===== src/rtl/uart_pkg.sv =====
// uart_pkg: state encodings and helper functions shared by the uart_nic slice.
package uart_pkg;

  typedef enum logic [2:0] {TX_IDLE, TX_START, TX_DATA, TX_PARITY, TX_STOP} tx_state_t;
  typedef enum logic [2:0] {RX_IDLE, RX_START, RX_DATA, RX_PARITY, RX_STOP} rx_state_t;

  function automatic int calc_div(input int clk_hz, input int baud);
    return clk_hz / baud;
  endfunction

  // Even parity: the bit that makes the total count of ones even.
  function automatic logic even_parity(input logic [7:0] data);
    return ^data;
  endfunction

endpackage


===== src/rtl/uart_nic_fifo.sv =====
// uart_nic_fifo: synchronous RX FIFO with count; the head output holds the
// last popped value while the FIFO is empty.
module uart_nic_fifo #(
  parameter int DATA_W     = 8,
  parameter int FIFO_DEPTH = 4
) (
  input  logic                               clk,
  input  logic                               rst_n,
  input  logic                               i_push,
  input  logic                               i_pop,
  input  logic [DATA_W-1:0]                  i_data,
  output logic [DATA_W-1:0]                  o_head,
  output logic [$clog2(FIFO_DEPTH+1)-1:0]    o_count,
  output logic                               o_full,
  output logic                               o_empty
);
  localparam int PTR_W = $clog2(FIFO_DEPTH);
  localparam int OCC_W = $clog2(FIFO_DEPTH+1);

  logic [DATA_W-1:0] r_mem [FIFO_DEPTH];
  logic [PTR_W-1:0]  r_wrPtr;
  logic [PTR_W-1:0]  r_rdPtr;
  logic [OCC_W-1:0]  r_count;
  logic [DATA_W-1:0] r_lastHead;
  logic              w_doPush;
  logic              w_doPop;

  assign o_full   = (r_count == OCC_W'(FIFO_DEPTH));
  assign o_empty  = (r_count == '0);
  assign w_doPop  = i_pop && !o_empty;
  assign w_doPush = i_push && (!o_full || w_doPop);
  assign o_count  = r_count;
  assign o_head   = o_empty ? r_lastHead : r_mem[r_rdPtr];

  always_ff @(posedge clk) begin
    if (w_doPush) r_mem[r_wrPtr] <= i_data;
  end

  always_ff @(posedge clk or negedge rst_n) begin
    if (!rst_n) begin
      r_wrPtr    <= '0;
      r_rdPtr    <= '0;
      r_count    <= '0;
      r_lastHead <= '0;
    end else begin
      if (w_doPush) r_wrPtr <= r_wrPtr + 1'b1;
      if (w_doPop) begin
        r_rdPtr    <= r_rdPtr + 1'b1;
        r_lastHead <= r_mem[r_rdPtr];
      end
      if (w_doPush && !w_doPop) r_count <= r_count + 1'b1;
      else if (w_doPop && !w_doPush) r_count <= r_count - 1'b1;
    end
  end

endmodule


===== src/rtl/uart_nic.sv =====
// uart_nic: UART network-interface controller with TX serialiser, RX deserialiser
// and RX FIFO. Define UART_NIC_PARITY_EN to add an even-parity bit to every frame.
module uart_nic
  import uart_pkg::*;
#(
  parameter int CLK_HZ     = 50000000,
  parameter int BAUD       = 115200,
  parameter int DATA_W     = 8,
  parameter int FIFO_DEPTH = 4
) (
  input  logic                            clk,
  input  logic                            rst_n,
  input  logic [DATA_W-1:0]               data_in,
  input  logic                            write_nic,
  output logic                            tx_ready,
  output logic                            tx,
  input  logic                            rx,
  output logic [DATA_W-1:0]               data_out,
  input  logic                            read_nic,
  output logic                            read_nic_i,
  output logic [$clog2(FIFO_DEPTH+1)-1:0] rx_count,
  output logic                            frame_err,
  output logic                            overrun,
  output logic                            parity_err
);
  localparam int DIV   = calc_div(CLK_HZ, BAUD);
  localparam int CNT_W = $clog2(DIV);
  localparam int BIT_W = $clog2(DATA_W);
  localparam logic [CNT_W-1:0] BIT_LAST  = CNT_W'(DIV - 1);
  localparam logic [CNT_W-1:0] HALF_LAST = CNT_W'(DIV/2 - 1);
  localparam logic [BIT_W-1:0] DATA_LAST = BIT_W'(DATA_W - 1);
`ifdef UART_NIC_PARITY_EN
  localparam bit PAR_EN = 1'b1;
`else
  localparam bit PAR_EN = 1'b0;
`endif

  tx_state_t         r_txState, w_txStateNxt;
  logic [CNT_W-1:0]  r_txCnt, w_txCntNxt;
  logic [BIT_W-1:0]  r_txIdx, w_txIdxNxt;
  logic [DATA_W-1:0] r_txShift, w_txShiftNxt;
  logic              r_tx, w_txLine, w_txBitDone;

  rx_state_t         r_rxState, w_rxStateNxt;
  logic [CNT_W-1:0]  r_rxCnt, w_rxCntNxt;
  logic [BIT_W-1:0]  r_rxIdx, w_rxIdxNxt;
  logic [DATA_W-1:0] r_rxShift, w_rxShiftNxt;
  logic              r_rxBreak, w_rxBreakNxt;
  logic              r_rxSync1, r_rxSync2, w_rxIn, w_rxBitDone;
  logic              w_stopSample, w_rxGood, w_parMismatch;
  logic              r_frameErr, r_overrun;
  logic              w_push, w_full, w_empty;

`ifdef UART_NIC_PARITY_EN
  logic r_txPar, r_rxPar, r_parityErr;
  assign w_parMismatch = (r_rxPar != even_parity(8'(r_rxShift)));
  assign parity_err    = r_parityErr;
`else
  assign w_parMismatch = 1'b0;
  assign parity_err    = 1'b0;
`endif

  assign tx_ready    = (r_txState == TX_IDLE);
  assign tx          = r_tx;
  assign w_txBitDone = (r_txCnt == BIT_LAST);

  // The line register follows the state by one cycle, so tx drops on the edge after acceptance.
  always_ff @(posedge clk or negedge rst_n) begin
    if (!rst_n) begin
      r_txState <= TX_IDLE;
      r_txCnt   <= '0;
      r_txIdx   <= '0;
      r_txShift <= '0;
      r_tx      <= 1'b1;
`ifdef UART_NIC_PARITY_EN
      r_txPar   <= 1'b0;
`endif
    end else begin
      r_txState <= w_txStateNxt;
      r_txCnt   <= w_txCntNxt;
      r_txIdx   <= w_txIdxNxt;
      r_txShift <= w_txShiftNxt;
      r_tx      <= w_txLine;
`ifdef UART_NIC_PARITY_EN
      if (r_txState == TX_IDLE && write_nic) r_txPar <= even_parity(8'(data_in));
`endif
    end
  end

  always_comb begin
    w_txStateNxt = r_txState;
    w_txCntNxt   = w_txBitDone ? '0 : r_txCnt + 1'b1;
    w_txIdxNxt   = r_txIdx;
    w_txShiftNxt = r_txShift;
    w_txLine     = 1'b1;
    case (r_txState)
      TX_IDLE: begin
        w_txCntNxt = '0;
        if (write_nic) begin
          w_txStateNxt = TX_START;
          w_txIdxNxt   = '0;
          w_txShiftNxt = data_in;
        end
      end
      TX_START: begin
        w_txLine = 1'b0;
        if (w_txBitDone) w_txStateNxt = TX_DATA;
      end
      TX_DATA: begin
        w_txLine = r_txShift[0];
        if (w_txBitDone) begin
          w_txShiftNxt = r_txShift >> 1;
          w_txIdxNxt   = r_txIdx + 1'b1;
          if (r_txIdx == DATA_LAST) w_txStateNxt = PAR_EN ? TX_PARITY : TX_STOP;
        end
      end
      TX_PARITY: begin
`ifdef UART_NIC_PARITY_EN
        w_txLine = r_txPar;
`endif
        if (w_txBitDone) w_txStateNxt = TX_STOP;
      end
      TX_STOP: begin
        if (w_txBitDone) w_txStateNxt = TX_IDLE;
      end
      default: w_txStateNxt = TX_IDLE;
    endcase
  end

  assign w_rxIn       = r_rxSync2;
  assign w_rxBitDone  = (r_rxCnt == BIT_LAST);
  assign w_stopSample = (r_rxState == RX_STOP) && !r_rxBreak && w_rxBitDone;
  assign w_rxGood     = w_stopSample && w_rxIn && !w_parMismatch;
  assign w_push       = w_rxGood && (!w_full || read_nic);

  always_ff @(posedge clk or negedge rst_n) begin
    if (!rst_n) begin
      r_rxSync1  <= 1'b1;
      r_rxSync2  <= 1'b1;
      r_rxState  <= RX_IDLE;
      r_rxCnt    <= '0;
      r_rxIdx    <= '0;
      r_rxShift  <= '0;
      r_rxBreak  <= 1'b0;
      r_frameErr <= 1'b0;
      r_overrun  <= 1'b0;
`ifdef UART_NIC_PARITY_EN
      r_rxPar     <= 1'b0;
      r_parityErr <= 1'b0;
`endif
    end else begin
      r_rxSync1  <= rx;
      r_rxSync2  <= r_rxSync1;
      r_rxState  <= w_rxStateNxt;
      r_rxCnt    <= w_rxCntNxt;
      r_rxIdx    <= w_rxIdxNxt;
      r_rxShift  <= w_rxShiftNxt;
      r_rxBreak  <= w_rxBreakNxt;
      r_frameErr <= w_stopSample && !w_rxIn;
      r_overrun  <= w_rxGood && w_full && !read_nic;
`ifdef UART_NIC_PARITY_EN
      if (r_rxState == RX_PARITY && w_rxBitDone) r_rxPar <= w_rxIn;
      r_parityErr <= w_stopSample && w_rxIn && w_parMismatch;
`endif
    end
  end

  // After a low stop bit the FSM parks in STOP until the line returns high.
  always_comb begin
    w_rxStateNxt = r_rxState;
    w_rxCntNxt   = w_rxBitDone ? '0 : r_rxCnt + 1'b1;
    w_rxIdxNxt   = r_rxIdx;
    w_rxShiftNxt = r_rxShift;
    w_rxBreakNxt = r_rxBreak;
    case (r_rxState)
      RX_IDLE: begin
        w_rxCntNxt = '0;
        if (!w_rxIn) w_rxStateNxt = RX_START;
      end
      RX_START: begin
        if (r_rxCnt == HALF_LAST) begin
          w_rxCntNxt   = '0;
          w_rxIdxNxt   = '0;
          w_rxStateNxt = w_rxIn ? RX_IDLE : RX_DATA;
        end
      end
      RX_DATA: begin
        if (w_rxBitDone) begin
          w_rxShiftNxt = {w_rxIn, r_rxShift[DATA_W-1:1]};
          w_rxIdxNxt   = r_rxIdx + 1'b1;
          if (r_rxIdx == DATA_LAST) w_rxStateNxt = PAR_EN ? RX_PARITY : RX_STOP;
        end
      end
      RX_PARITY: begin
        if (w_rxBitDone) w_rxStateNxt = RX_STOP;
      end
      RX_STOP: begin
        if (r_rxBreak) begin
          w_rxCntNxt = '0;
          if (w_rxIn) begin
            w_rxBreakNxt = 1'b0;
            w_rxStateNxt = RX_IDLE;
          end
        end else if (w_rxBitDone) begin
          if (w_rxIn) w_rxStateNxt = RX_IDLE;
          else w_rxBreakNxt = 1'b1;
        end
      end
      default: w_rxStateNxt = RX_IDLE;
    endcase
  end

  assign frame_err  = r_frameErr;
  assign overrun    = r_overrun;
  assign read_nic_i = !w_empty;

  uart_nic_fifo #(
    .DATA_W    (DATA_W),
    .FIFO_DEPTH(FIFO_DEPTH)
  ) u_fifo (
    .clk    (clk),
    .rst_n  (rst_n),
    .i_push (w_push),
    .i_pop  (read_nic),
    .i_data (r_rxShift),
    .o_head (data_out),
    .o_count(rx_count),
    .o_full (w_full),
    .o_empty(w_empty)
  );

endmodule


===== config.mk =====
export PLATFORM = sky130hd
export DESIGN_NAME = uart_nic
export DESIGN_NICKNAME = d
export VERILOG_FILES = /design/src/rtl/uart_pkg.sv /design/src/rtl/uart_nic_fifo.sv /design/src/rtl/uart_nic.sv
export SDC_FILE = /design/constraint.sdc
export NUM_CORES = 1
export LEC_CHECK = 0
export ABC_CLOCK_PERIOD_IN_PS = 3400
export CORE_ASPECT_RATIO = 0.75
export CORE_MARGIN = 2
export CORE_UTILIZATION = 25
export CTS_CLUSTER_DIAMETER = 100
export DETAILED_ROUTE_END_ITERATION = 12
export MAX_ROUTING_LAYER = met4
export PLACE_DENSITY = 0.49
export SLEW_MARGIN = 20
export SYNTH_ARGS = -nofsm -noshare
export SYNTH_HDL_FRONTEND = slang
export SYNTH_SLANG_ARGS = --single-unit

===== constraint.sdc =====
create_clock -name clk -period 3.4 [get_ports clk]
set_input_delay 1.02 -clock clk [delete_from_list [all_inputs] [get_ports clk]]
set_output_delay 1.02 -clock clk [all_outputs]
set_load 0.01 [all_outputs]

==> results_slide.txt, run 1 <==
Run Summary

Logic synthesis
  • Most frequent cell after synthesis: sky130_fd_sc_hd__dfrtp_1
  • Warnings, synthesis: 0
  • Main area contributors after synthesis: sky130_fd_sc_hd__dfrtp_1 (36%), sky130_fd_sc_hd__edfxtp_1 (21%), sky130_fd_sc_hd__mux2_2 (8.3%)
  • Post-synth regs: 99
  • Area share of the largest cell type after synthesis: between 30 and 40%
  • Avg Inst Size Synth: ~13 um^2
  • Library cell occupying the most area in the post-synthesis netlist: sky130_fd_sc_hd__dfrtp_1
  • Share of the yosys chip area belonging to registers: approximately 59%
  • Post-synthesis instance area: around 4500 um^2
  • Ys cells: 332
  • Synth cell count leaders: sky130_fd_sc_hd__dfrtp_1 (64), sky130_fd_sc_hd__nand2_1 (34), sky130_fd_sc_hd__mux2_2 (33)
  • Number of enable-type register cells in the synthesized netlist: 32

Floorplanning
  • Chip area: between 15,000 and 20,000 um^2
  • Count of standard-cell rows: 42
  • IO Count: 30

Timing
  • Number of pins with negative max-slew slack in the final report: 0
  • Setup repair after global routing missed its margin: false
  • Highest Clock Rate: 0.311 GHz
  • Actual slew at the worst max-slew pin: roughly 0.70 ns
  • Final Hold Violation Tally: 0
  • Final critical-path required period: ~3.2 ns
  • Worst hold slack across all endpoints: about 0.36 ns
  • Normalized max-slew margin: 53.3%
  • TNS Setup: 0 ns

Critical path
  • Depth of the most critical reg-to-reg path: 8
  • Worst setup path startpoint: u_fifo.r_rdPtr[0]
  • Arrival @ worst endpoint: 2.19 ns
  • Element type at the critical path start: register
  • Maximum fanout count along the critical path: 9
  • Worst reg-to-reg setup slack: a little over 0.9 ns
  • Type of element capturing the critical path: output port
  • Critical R2R Capture: u_fifo.o_count[2]
  • R2r startpoint: u_fifo.o_count[1]
  • Required @ worst endpoint: between 2 and 2.5 ns

Power
  • PnR Total Power: just over 3 mW
  • Leakage: 2.24 nW
  • Power density over cell area: approximately 580 nW/um^2

Place
  • Final Wtd Congestion: around 0.76
  • Area post-placement: a little over 5000 um^2
  • Cells after DPL: 597
  • Placement Setup Slack: 0.323 ns
  • Post-DP HPWL: between 5 and 6 mm

Outcome
  • Outcome: complete, no violations

Hold path
  • Startpoint of the lowest-slack hold path: r_rxSync1
  • WHS Path Cells: 0
  • Path class of the lowest-slack min-delay path: register to register

Flow run
  • Maxcap violations: 0
  • Number of warnings the tools reported: 32

Route
  • First-pass iteration count of the detailed router: 4
  • Final wirelength: approximately 7.7 mm
  • Iter 0 DRT Violations: about 120
  • Vias per std cell: roughly 4.2
  • Average routed wire per standard cell: 12.6 um
  • Overall via count from detail_route: approximately 2,600
  • Number of nets with antenna violations after detailed routing: 0

Clocking
  • Clock-pin slew reported for the worst setup and hold paths after clock tree synthesis: roughly 0.070 ns
  • Post-cts hold-fix buffer tally: 0
  • Skew-Pair Late Insertion Delay: between 0.3 and 0.4 ns
  • PostCTS Resize Cnt: 1
  • Sinks on the clock net: 99

Final layout
  • Antenna diode count: 0
  • Leading cell type in the layout, fill and taps excluded: sky130_fd_sc_hd__dfrtp_1
  • Share of the core filled with cells: 30.3%
  • Final net count: between 300 and 400

Global routing
  • Largest net degree at the start of global routing: 31
  • Total global routing track utilization: about a tenth
  • Number of global-route vias before repair: 2,609
  • GRT overflow: 0
run 1: worst max-delay path, cell delays in order, from the launching register on:
cell and delay, ns:
sky130_fd_sc_hd__dfrtp_2 0.53, sky130_fd_sc_hd__mux4_2 0.56, sky130_fd_sc_hd__mux2_2 0.28, sky130_fd_sc_hd__clkdlybuf4s50_1 0.47
run 1: where the power goes:
part / total (mW) / leakage (nW) / internal (mW) / switching [mW]
Clock: 0.976 / 0.137 / 0.512 / 0.464
Sequential: 1.51 / 1.25 / 1.35 / 0.152
Combinational: 0.619 / 0.857 / 0.345 / 0.274
run 1: flip-flops by register name, indices dropped and copies added, names as in the netlist, 2 cells and up:
name	flops
r_txShift	8
u_fifo.r_wrPtr	2
u_fifo.r_rdPtr	2
u_fifo.r_mem	32
r_txState	3
r_rxIdx	3
u_fifo.r_lastHead	8
r_rxShift	8
r_txCnt	9
u_fifo.o_count	3
r_rxState	3
r_txIdx	3
r_rxCnt	9
run 1: metal layers:
| metal | GRT usage [%] | wire length [um] | part of all wire [%] | vias to the layer above |
|---|---|---|---|---|
| met5 | - | 0 | 0 | - |
| met4 | 2.70 | 90 | 1.2 | 0 |
| met3 | 3.29 | 390 | 5.1 | 11 |
| met2 | 12.6 | 3270 | 42 | 47 |
| met1 | 13.1 | 3970 | 51 | 1243 |
| li1 | - | - | - | 1266 |
run 1: cell families after synthesis:
family	Yosys count	synth area share, %
compound gates	27	4.28
xor+xnor	18	3.52
fa+ha+maj	15	4.36
buf+inv	20	1.96
flops	99	59.0
mux	43	12.9
other cells	1	0.0838
simple gates	109	13.9
run 1: area by class of cell:
type                       instances  area, um^2
clock buffer                      10         229
multi-input combinational        213        1750
tap                              242         303
timing repair buffer              34         320
fill                            1758       12300
clock inverter                     6        56.3
inverter                           9        33.8
sequential                        99        2640
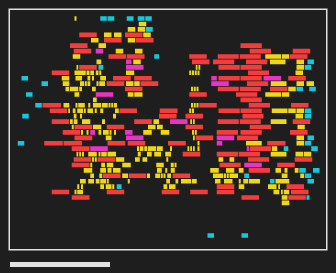
**Above:** run 1 (placement by cell class).
Bar = 50 um.
- magenta: clock drivers and dummy loads (cells 16; share of their area 5.7%)
- cyan: other buffers and delay cells (cells 34; share of their area 6.4%)
- red: flip-flops (cells 99; share of their area 53%)
- yellow: all other logic (cells 222; share of their area 35%)

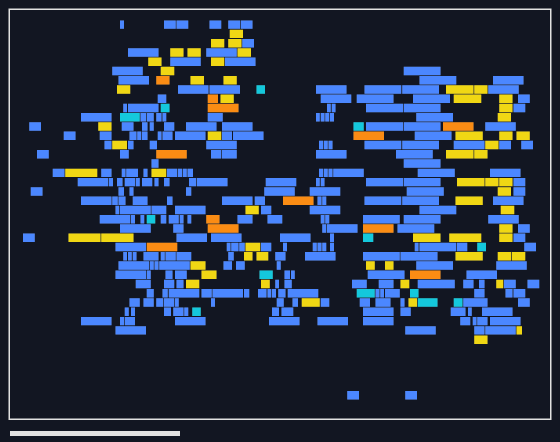
**Above:** run 1 (drive-strength map).
Bar = 50 um.
- cyan: drive 3 to 4 (cells 13; share 3.5%)
- blue: drive 1 or less (cells 285; share 77%)
- yellow: drive 2 (cells 61; share 16%)
- orange: drive 6 and up (cells 12; share 3.2%)
area growth from synthesis to final layout: 19.1%
worst path setup slack after routing: 0.188 ns
Layout Cell Area excl Fill: 5330 um^2
number of buffers outside the clock class in the layout: 34

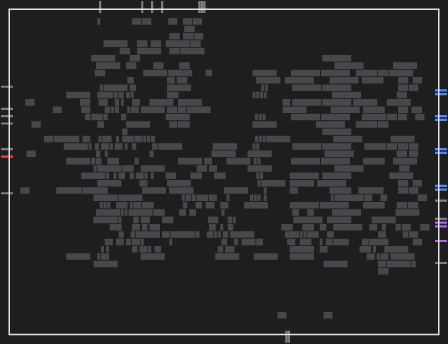
**Above:** run 1 (ports around the boundary).
Pins as bars across the die edge, other pins in gray.
- purple: rx_count (pins 3; direction output; edge right)
- red: tx (pins 1; direction output; edge left)
- blue: data_out (pins 8; direction output; edge right)
- all pins by edge: 14 right, 7 left, 7 top, 2 bottom
die y size: 120 um
die x size: 159 um
quantity of I/O buffers inserted on ports: 28

**Run 1: clock routing**

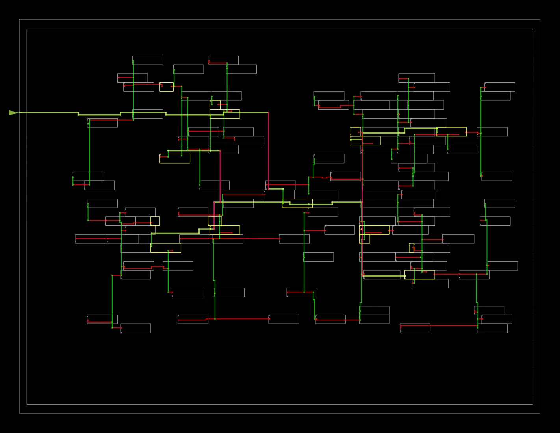

==> run 2, diff against run 1 <==
--- a/config.mk
+++ b/config.mk
@@ -8,11 +8,11 @@
 export ABC_CLOCK_PERIOD_IN_PS = 3400
 export CORE_ASPECT_RATIO = 0.75
 export CORE_MARGIN = 2
-export CORE_UTILIZATION = 25
+export CORE_UTILIZATION = 59
 export CTS_CLUSTER_DIAMETER = 100
 export DETAILED_ROUTE_END_ITERATION = 12
 export MAX_ROUTING_LAYER = met4
-export PLACE_DENSITY = 0.49
+export PLACE_DENSITY = 0.89
 export SLEW_MARGIN = 20
 export SYNTH_ARGS = -nofsm -noshare
 export SYNTH_HDL_FRONTEND = slang
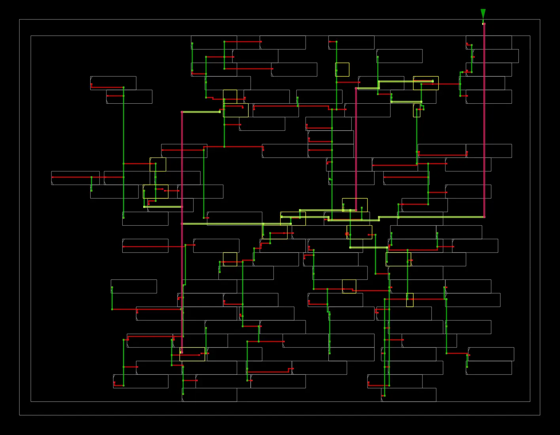
**Above:** run 2 (clock routing).
flop count: 99
power in the clock group: 0.668 mW

==> results_slide.txt, run 2 <==
Run Summary

Logic synthesis
  • Area share of the largest cell type after synthesis: a little over a third
  • And-or/or-and share of the synthesized area: about 4.3%
  • Avg Inst Size Synth: about 13 um^2
  • Post-synth regs: approximately 99
  • Warnings, synthesis: 0
  • Number of enable-type register cells in the synthesized netlist: 32
  • Largest family of logic cells by area: simple AND/OR/NAND/NOR gates
  • Post-synthesis instance area: roughly 4500 um^2
  • Library cell occupying the most area in the post-synthesis netlist: sky130_fd_sc_hd__dfrtp_1
  • Most frequent cell after synthesis: sky130_fd_sc_hd__dfrtp_1
  • Area fraction in mux cells: 12.9%
  • Main area contributors after synthesis: sky130_fd_sc_hd__dfrtp_1 (36%), sky130_fd_sc_hd__edfxtp_1 (21%), sky130_fd_sc_hd__mux2_2 (8.3%)

Route
  • Highest routing layer actually used: met4
  • Iter 0 DRT Violations: around 210
  • Met3 WL: between 400 and 500 um
  • Metal2 WL: between 3 and 4 mm
  • Routed metal-1 wirelength: ~3.7 mm
  • Final wirelength: 8.26 mm

Final layout
  • Seq/total area: a little over half
  • Final net count: 392
  • Antenna diode count: 0
  • Filler instances: 496
  • Fraction of area in clock buffers and inverters: under 10%
  • Area occupied by registers: 2640 um^2
  • Largest register FFs: 32
  • Total of clock buffers placed in the layout: 11
  • Number of buffers outside the clock class in the layout: 32
  • Register with the most flip-flops: u_fifo.r_mem
  • Combinational gate count: 213
  • Combinational fraction of the cell area: a little over a third
  • Largest class: sequential cells
  • Leading cell type in the layout, fill and taps excluded: sky130_fd_sc_hd__dfrtp_1
  • Signal buffers share of area: approximately 6.3%
  • Inverter tally of the final layout excluding the clock network: 9
  • Largest registers: u_fifo.r_mem: 32 flops, r_rxCnt: 9 flops, r_txCnt: 9 flops

Global routing
  • Met2 layer usage reported by global route: between 30 and 40%
  • Number of global-route vias before repair: roughly 2,700
  • Global-route track usage on met3: under 10%
  • GRT overflow: 0
  • GRT Max-Usage Layer: met2

Power
  • Cell Int Power: 1.96 mW
  • Power density over cell area: 561 nW/um^2
  • Clock share of power: between 20% and 30%
  • Fraction of power spent switching nets: between 30% and 40%
  • Proportion of power drawn by combinational gates: between 20 and 25%

Place
  • Post-DP HPWL: slightly below 6 mm
  • Final Wtd Congestion: approximately 0.83

Critical path
  • Family of cells with the greatest summed delay on the critical path: simple AND/OR/NAND/NOR gates
  • Arrival @ worst endpoint: between 2 and 2.5 ns
  • CP cell instances: or3_1 -> mux2_2 -> clkdlybuf4s50_1
  • Library cell contributing the largest single delay on the critical path: sky130_fd_sc_hd__or3_1
  • Required @ worst endpoint: around 2.4 ns
  • CP Buf/Inv Count: 1

Clocking
  • Clock-pin slew reported for the worst setup and hold paths after clock tree synthesis: about 0.090 ns
  • Sinks on the clock net: approximately 99
  • Post-cts hold-fix buffer tally: 0

Floorplanning
  • Die x size: roughly 100 um
  • Chip area: between 8000 and 9000 um^2
  • Die y size: roughly 79 um
  • Count of standard-cell rows: 27
  • IO Count: 30
  • Well Taps: 101

Outcome
  • Outcome: complete, no violations

Timing
  • Actual slew at the worst max-slew pin: ~0.73 ns
  • TNS Setup: 0 ns
  • Setup repair after global routing missed its margin: false
  • Highest Clock Rate: between 0.3 and 0.4 GHz
  • Final Hold Violation Tally: 0
  • Number of pins with negative max-slew slack in the final report: 0

Hold path
  • Path class of the lowest-slack min-delay path: register to register

Flow run
  • Number of warnings the tools reported: 32
-- run 2: worst paths after layout --
| kind | startpoint | endpoint | slack (ns) | depth (start not counted) |
|---|---|---|---|---|
| hold / removal | r_rxSync1 | r_rxSync2 | 0.36 | 0 |
| min in group asynchronous | rst_n | u_fifo.r_lastHead[4] | 0.71 | 1 |
| max in group asynchronous | rst_n | tx | 2.00 | 2 |
| hold reg to reg | r_rxSync1 | r_rxSync2 | 0.36 | 0 |
| setup reg to reg | u_fifo.o_count[2] | u_fifo.o_count[2] | 0.81 | 8 |
| setup / recovery | u_fifo.o_count[2] | data_out[6] | 0.11 | 3 |
-- run 2: cells by family (layout without fill, tap and decap cells) --
logic type / Yosys count / after routing
AOI/OAI and AO/OA: 27 / 27
xor gates and xnor gates: 18 / 18
DFF: 99 / 99
adders and majority gates: 15 / 15
other: 1 / 1
buffers and inverters: 20 / 57
muxes: 43 / 43
and+or+nand+nor: 109 / 109
-- run 2: stage by stage --
stage / power (mW) / hold WS [ns] / cell area, um^2 / setup slack, ns / utilization, %
4_1_cts: 2.83 / 0.360 / 5040 / 0.0852 / 68.4
2_1_floorplan: 1.95 / 0.345 / 4480 / 0.707 / -
3_5_place_dp: 2.18 / 0.347 / 4870 / 0.174 / 66.1
3_3_place_gp: 2.13 / 0.346 / 4870 / 0.325 / 66.1
6_report: 2.83 / 0.360 / 5040 / 0.107 / 68.4
5_1_grt: 2.96 / 0.362 / 5040 / 0.0139 / 68.4
-- run 2: power groups by stage --
stage,combinational [mW],clock [mW],sequential (mW)
CTS,0.647,0.673,1.51
detailed placement,0.644,0,1.54
floorplan,0.493,0,1.45
global placement,0.611,0,1.52
global route,0.700,0.726,1.53
finish,0.644,0.668,1.51
**Run 2: placement by cell class**

Bar = 20 um.
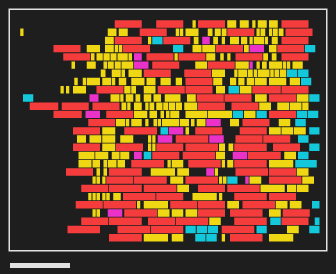

==> run 3, diff against run 2 <==
--- a/config.mk
+++ b/config.mk
@@ -5,6 +5,7 @@
 export SDC_FILE = /design/constraint.sdc
 export NUM_CORES = 1
 export LEC_CHECK = 0
+export ABC_AREA = 1
 export ABC_CLOCK_PERIOD_IN_PS = 3400
 export CORE_ASPECT_RATIO = 0.75
 export CORE_MARGIN = 2
@@ -12,8 +13,9 @@
 export CTS_CLUSTER_DIAMETER = 100
 export DETAILED_ROUTE_END_ITERATION = 12
 export MAX_ROUTING_LAYER = met4
-export PLACE_DENSITY = 0.89
+export PLACE_DENSITY = 0.88
 export SLEW_MARGIN = 20
 export SYNTH_ARGS = -nofsm -noshare
 export SYNTH_HDL_FRONTEND = slang
+export SYNTH_HIERARCHICAL = 1
 export SYNTH_SLANG_ARGS = --single-unit
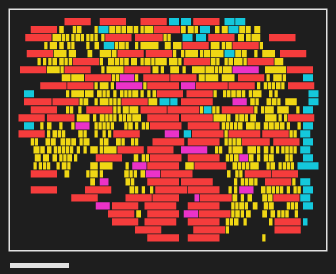
**Above:** run 3 (placement by cell class).
Bar = 20 um.
- red: flip-flops (cells 99; share of their area 51%)
- cyan: other buffers and delay cells (cells 32; share of their area 6.1%)
- yellow: all other logic (cells 392; share of their area 38%)
- magenta: clock drivers and dummy loads (cells 16; share of their area 4.5%)
Layout Cell Area excl Fill: 5320 um^2
share of the core filled with cells: 68.1%
count of standard-cell rows: 28
Seq/total area: 49.7%

==> results_slide.txt, run 3 <==
Run Summary

Logic synthesis
  • Share of the yosys chip area belonging to registers: a little under three fifths
  • Warnings, synthesis: 6
  • Post-synth regs: ~100
  • Synth cell count leaders: sky130_fd_sc_hd__nand2_1 (140), sky130_fd_sc_hd__dfrtp_1 (64), sky130_fd_sc_hd__nand3_1 (52)
  • Number of enable-type register cells in the synthesized netlist: 32
  • Area share of the largest cell type after synthesis: 33.9%
  • Synth Flop Type: sky130_fd_sc_hd__dfrtp_1
  • Avg Inst Size Synth: 9.43 um^2
  • Main area contributors after synthesis: sky130_fd_sc_hd__dfrtp_1 (34%), sky130_fd_sc_hd__edfxtp_1 (20%), sky130_fd_sc_hd__nand2_1 (11%)
  • Library cell occupying the most area in the post-synthesis netlist: sky130_fd_sc_hd__dfrtp_1
  • Ys cells: approximately 500

Final layout
  • Combinational gate count: approximately 340
  • Fraction of area in clock buffers and inverters: under 10%
  • Flop count: between 90 and 100
  • Final net count: around 560
  • Register with the most flip-flops: u_fifo/r_mem
  • Leading cell type in the layout, fill and taps excluded: sky130_fd_sc_hd__nand2_1
  • Combinational fraction of the cell area: between 30% and 40%
  • Largest register FFs: 32
  • Logic cell area: 1810 um^2
  • Area growth from synthesis to final layout: 12.6%
  • Antenna diode count: 0
  • Total of clock buffers placed in the layout: 13
  • Filler instances: around 550
  • Signal buffers share of area: 5.98%
  • Area occupied by registers: approximately 2600 um^2
  • Largest class: sequential cells
  • Number of buffers outside the clock class in the layout: 32

Route
  • First-pass iteration count of the detailed router: 5
  • Met3 WL: around 450 um
  • Vias per std cell: ~5.3
  • Iter 0 DRT Violations: 279
  • Number of nets with antenna violations after detailed routing: 0
  • Metal2 WL: between 4 and 5 mm
  • Overall via count from detail_route: 3,414
  • Final wirelength: between 9 and 10 mm
  • Total DRC errors in the routed layout: 0
  • Average routed wire per standard cell: between 10 and 15 um
  • Highest routing layer actually used: met4
  • Routed metal-1 wirelength: between 4 and 5 mm

Timing
  • Final Hold Violation Tally: 0
  • Number of pins with negative max-slew slack in the final report: 0
  • Normalized max-slew margin: a little under three fifths
  • Highest Clock Rate: about 0.33 GHz
  • Setup repair after global routing missed its margin: false
  • Final critical-path required period: a little over 3 ns
  • Actual slew at the worst max-slew pin: 0.644 ns
  • Final period util: between 90% and 100%
  • Worst path setup slack after routing: between 0.3 and 0.4 ns

Global routing
  • GRT overflow: 0
  • Number of global-route vias before repair: ~3,100
  • Largest net degree at the start of global routing: approximately 63
  • Total global routing track utilization: a little under a quarter

Critical path
  • CP Buf/Inv Count: 2
  • Maximum fanout count along the critical path: 18
  • CP cell instances: inv_2 -> nand2_1 -> nand3_1 -> nand3_1 -> nand2_1 -> clkdlybuf4s50_1
  • Family of cells with the greatest summed delay on the critical path: buffers and inverters
  • Element type at the critical path start: register
  • Required @ worst endpoint: about 2.4 ns
  • Arrival @ worst endpoint: 2.05 ns
  • Peak per-stage delay on the critical path: approximately 0.54 ns
  • Library cell contributing the largest single delay on the critical path: sky130_fd_sc_hd__dfrtp_2
  • Type of element capturing the critical path: output port

Power
  • Leakage: about 2.4 nW
  • Power density over cell area: 690 nW/um^2

Place
  • Final Wtd Congestion: 0.913
  • Placement Setup Slack: around 0.16 ns
  • Quantity of I/O buffers inserted on ports: 28
  • Post-DP HPWL: roughly 6.3 mm

Floorplanning
  • Die x size: between 100 and 150 um
  • Well Taps: 105
  • IO Count: 30
  • Die y size: about 81 um
  • Chip area: 8740 um^2

Flow run
  • Maxcap violations: 0
  • Number of warnings the tools reported: 32

Clocking
  • Skew-Pair Late Insertion Delay: approximately 0.37 ns
  • Sinks on the clock net: just under 100
  • Post-cts hold-fix buffer tally: 0
  • Clock-pin slew reported for the worst setup and hold paths after clock tree synthesis: roughly 0.09 ns

Hold path
  • Path class of the lowest-slack min-delay path: register to register

Outcome
  • Outcome: complete, no violations
==> run 3: through the flow <==
| stage | util [%] | power (mW) |
|---|---|---|
| 4_1_cts | 68.1 | 3.69 |
| 5_1_grt | 68.1 | 3.93 |
| 3_5_place_dp | 65.1 | 2.86 |
| 3_3_place_gp | 65.1 | 2.80 |
| 6_report | 68.1 | 3.67 |
| 2_1_floorplan | - | 2.49 |
==> run 3: power breakdown <==
part	internal [mW]	leakage (nW)	total [mW]	switching (mW)
Clock	0.421	0.121	0.815	0.394
Sequential	1.39	1.08	1.57	0.182
Combinational	0.551	1.19	1.28	0.727
Total	2.36	2.40	3.67	1.30
==> run 3: final timing paths <==
check	cells past startpoint	end	start	slack [ns]
min in group asynchronous	1	u_fifo/r_lastHead[4]	rst_n	0.47
max in group asynchronous	2	r_rxSync2	rst_n	2.33
min	0	r_rxSync2	r_rxSync1	0.36
min reg2reg	0	r_rxSync2	r_rxSync1	0.36
max	6	data_out[1]	u_fifo/r_rdPtr[0]	0.33
max reg2reg	16	u_fifo/o_count[2]	r_rxCnt[1]	0.56
==> run 3: routing by layer <==
metal | track usage (%) | vias up
li1 | - | 1691
met1 | 30.5 | 1620
met2 | 36.1 | 93
met3 | 6.51 | 10
met4 | 5.71 | 0
met5 | - | -
==> run 3: cell families (layout without fill, tap and decap cells) <==
logic type / after synthesis / after routing / synth area share (%)
AND/OR/NAND/NOR: 273 / 273 / 26.1
flip-flops: 99 / 99 / 55.9
buffers and inverters: 59 / 97 / 5.85
AND-OR/OR-AND: 42 / 42 / 5.64
adder cells (fa/ha/maj): 15 / 15 / 4.13
XOR/XNOR: 12 / 12 / 2.23
other: 1 / 1 / 0.0794

==> layout pictures side by side <==
Clock distribution.
(a)
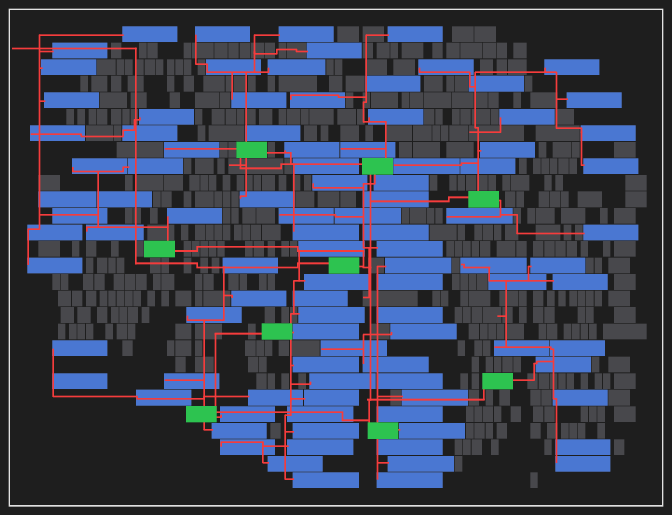
(b)
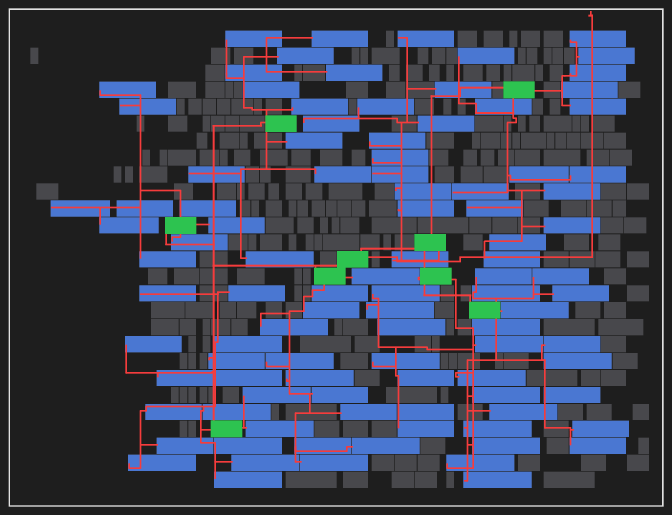
(c)
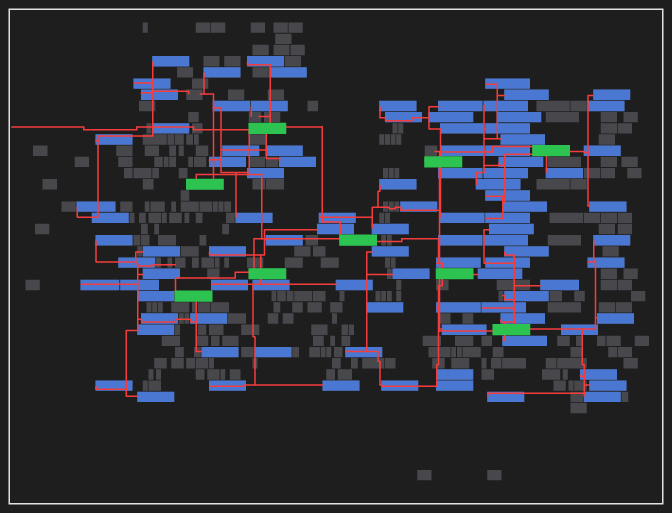
(c) is run 1.
(b) is run 2.
(a) is run 3.

Key to (a):
- green: cells driving clock nets (count 9)
- blue: flip-flops (count 99)
- red: clock wires (length 1,040 um)
- flops lie: widely spread

Power is estimated from default activity; no workload was simulated.
